==> config.mk <==
export PLATFORM = sky130hd
export DESIGN_NAME = instr_encoder_loader
export DESIGN_NICKNAME = d
export VERILOG_FILES = /design/src/rtl/instr_encoder_loader.sv
export SDC_FILE = /design/constraint.sdc
export NUM_CORES = 1
export LEC_CHECK = 0
export CAP_MARGIN = 40
export CELL_PAD_IN_SITES_DETAIL_PLACEMENT = 0
export CELL_PAD_IN_SITES_GLOBAL_PLACEMENT = 1
export CORE_MARGIN = 4
export CORE_UTILIZATION = 29
export DETAILED_ROUTE_END_ITERATION = 10
export PLACE_DENSITY_LB_ADDON = 0.1
export SYNTH_ARGS = -nofsm -noshare
export SYNTH_HDL_FRONTEND = slang
export SYNTH_SLANG_ARGS = --single-unit
==> constraint.sdc <==
create_clock -name clk -period 2.3 [get_ports clk]
set_input_delay 0.23 -clock clk [delete_from_list [all_inputs] [get_ports clk]]
set_output_delay 0.23 -clock clk [all_outputs]
set_load 0.005 [all_outputs]
==> images/floorplan.png <==
Scale bar: 20 um. Pins as bars on the die edge.
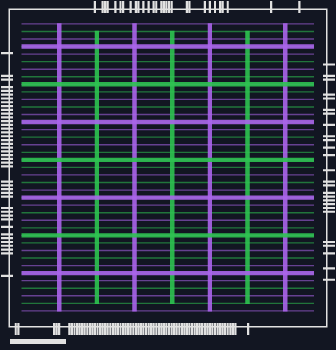
- VDD: green
- VSS: purple
- met4 straps: 7
- signal pins: 169
- rows: 38
- met5 straps: 7
Max VDD drop: 0.000351 V
Die Height: 114 um
Die X: 114 um
Core Area: 10900 um2

==> images/class_map.png <==
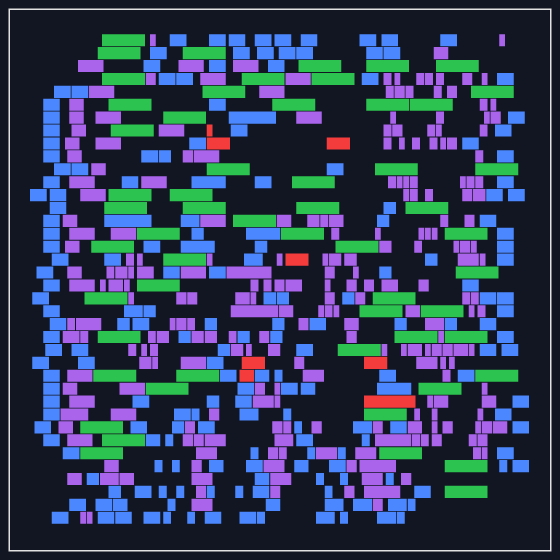
- remaining buffers and delay cells: blue (cells 196; share of their area 35%)
- remaining logic cells: purple (cells 246; share of their area 36%)
- sequential cells: green (cells 56; share of their area 27%)
- clock drivers and dummy loads: red (cells 8; share of their area 2.1%)
final instance area: 5400 um2
final core occ: 0.496
row count: 38
fraction of area in registers: 0.260

==> images/clock_wires.png <==
Scale bar: 20 um.
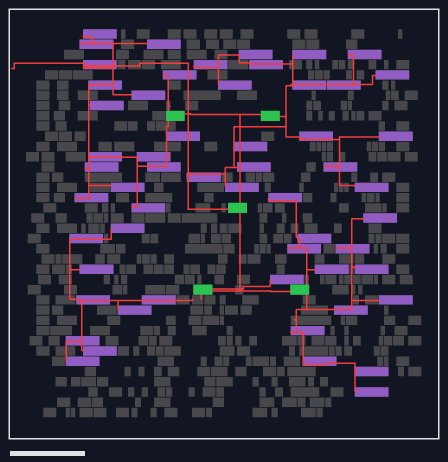
- flip-flops: purple (count 56)
- clock-net drivers: green (count 5)
- clock wires: red (length 805 um)
- routed clock nets: 6
clock group share of total power: 0.143
Latency at later pin: 0.31 ns

==> images/layers.png <==
Scale bar: 20 um.
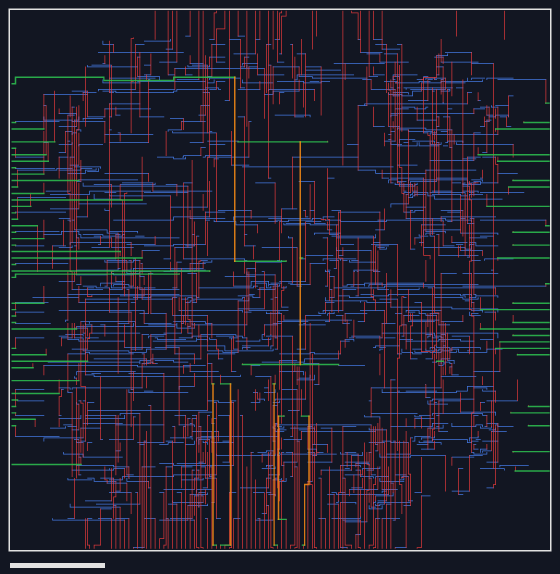
- M3: green (wire length 656 um)
- M2: red (wire length 5170 um)
- M1: blue (wire length 4430 um)
- M4: orange (wire length 238 um)
wire per inst: 16.2 um
GRT Total Usage: 0.163

==> images/clock_nets.png <==
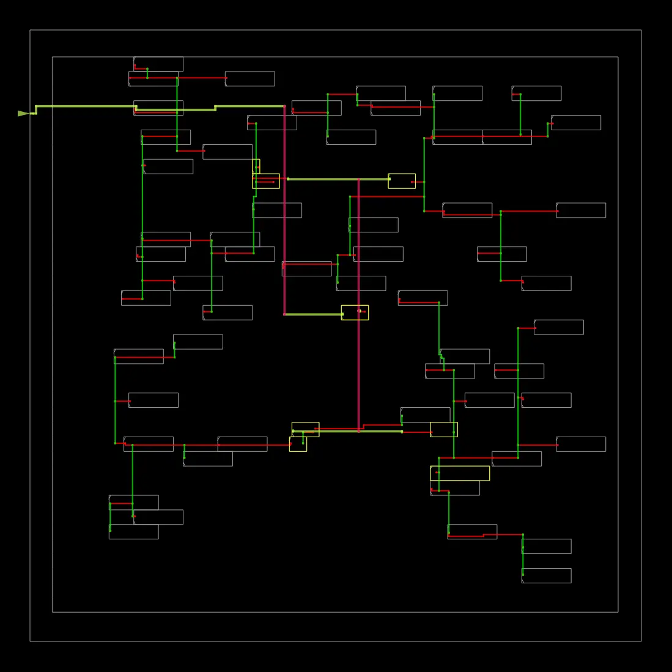
clock sink total: 56
flop count: 56

==> GITHUB_STEP_SUMMARY <==
## PnR job results

| Metric | Value |
|---|---|
| Setup violations, final | `27` |
| WHS Path Cells | `3` |
| RSZ-0062 raised after global routing | `yes` |
| Number of enable flip-flop cells | `0` |
| # hold bufs at CTS | `1` |
| Placed instance count | `629` |
| Largest net degree at the start of global routing | `30` |
| Layout overhead on the synthesized area | `66.2%` |
| Routed WL | `10500 um` |
| Clock Path Buffers | `2` |
| WS Path Type | `in2reg` |
| Yosys synthesis chip area | `3250 um2` |
| Hpwl dp | `8100 um` |
| Count of tool warnings | `29` |
| Data required time of the critical path | `2.51 ns` |
| Arr. time, crit path | `2.55 ns` |
| Min Hold Slack | `0.435 ns` |
| Biggest Area Class | `buffers` |
| Most frequent cells in the layout | `clkdlybuf4s50_1 (108), dfrtp_1 (56), nor2_1 (27), mux2_4 (27), buf_4 (24)` |
| Logic area | `1840 um2` |
| Setup ws final | `-0.0444 ns` |
| Comb area share | `0.341` |
| Vias per Instance | `4.91` |
| Max FFs per register | `29` |
| Inverters | `6` |
| H-tree levels | `2` |
| Non-clock buffers | `196` |
| FP Util | `0.298` |
| Comb area leader | `simple AND/OR/NAND/NOR gates` |
| Max Freq | `427 MHz` |
| Failing checks | `negative setup slack` |
| Placed cell area | `5180 um2` |
| Multi-input gates | `240` |
| Worst slew pin tran | `0.788 ns` |
| Synth unique cells | `47` |
| CTS tree | `done` |
| Status | `finished, violations left` |
| Synthesis-stage register bit count | `56` |
| Final worst path period need | `2.34 ns` |
| Async set-reset flop share out of synthesis | `1.00` |
| Cycle use final | `1.02` |
| Clk cell area share | `0.0206` |
| Vias | `3172` |
| Num CTS Buffers | `5` |
| Residual DRC | `0` |
| DP Worst Slack | `-0.705 ns` |
| Synth Area in Adders | `0.00771` |
| First-pass GRT wire length | `17100 um` |
| Hold Path Class | `in2reg` |
| Post-CTS setup buffer count | `3` |
| Number of global-route vias before repair | `3379` |
| Root Buffer | `clkbuf_8` |
| CP max FO | `7` |
| R2R depth | `7` |
| Post-CTS sizing | `131` |
| Fin. Hold Viols | `0` |
| Buffering overhead | `0.342` |
cells in the mapped netlist (2+ instances only):
cell type	n	area, um2
a21oi_1	19	95.1
a22o_1	15	131
a22oi_1	2	15.0
a31oi_1	5	31.3
and3_1	6	37.5
buf_4	5	37.5
buf_6	3	33.8
clkbuf_1	10	37.5
dfrtp_1	56	1400
ha_1	2	25.0
inv_1	6	22.5
mux2_4	27	405
mux2i_1	3	30.0
nand2_1	21	78.8
nand2b_1	4	25.0
nand3_1	14	70.1
nand3b_1	3	22.5
nand4_1	19	119
nor2_1	27	101
nor2b_1	2	12.5
nor3_1	4	20.0
nor3b_1	2	15.0
nor4_1	11	68.8
nor4_2	4	50.1
o21ai_0	12	60.1
o22ai_1	6	37.5
o31ai_1	2	15.0
or3_1	2	12.5
or3b_2	2	17.5
xor2_1	6	52.6
report_power, final:
part           total [mW]  internal (mW)  switching [mW]
Sequential           1.67           1.37           0.308
Clock               0.664          0.330           0.335
Combinational        2.30           1.45           0.847
logic make-up (layout without fill, tap and decap cells):
family / Yosys count / after routing
buffers and inverters: 24 / 210
and+or+nand+nor: 126 / 126
DFF: 56 / 56
AOI/OAI and AO/OA: 70 / 70
xor gates and xnor gates: 7 / 7
other: 1 / 4
adders and majority gates: 2 / 2
muxes: 31 / 31
worst max-delay path: stages:
cell       delay [ns]
buf_6            0.10
nor4_4           0.25
nand4_1          0.15
or4_4            0.59
a2111oi_4        0.44
o221ai_4         0.18
buf_6            0.17
buf_12           0.14
mux2_4           0.29
layer usage:
metal,vias up,wire length [um],GRT usage
met2,85,5170,0.280
met3,15,655,0.0499
met5,-,0,0
met4,0,237,0.0499
li1,1569,-,-
met1,1503,4430,0.197
Power figures rest on the tool's default switching activity, not on a simulated workload.
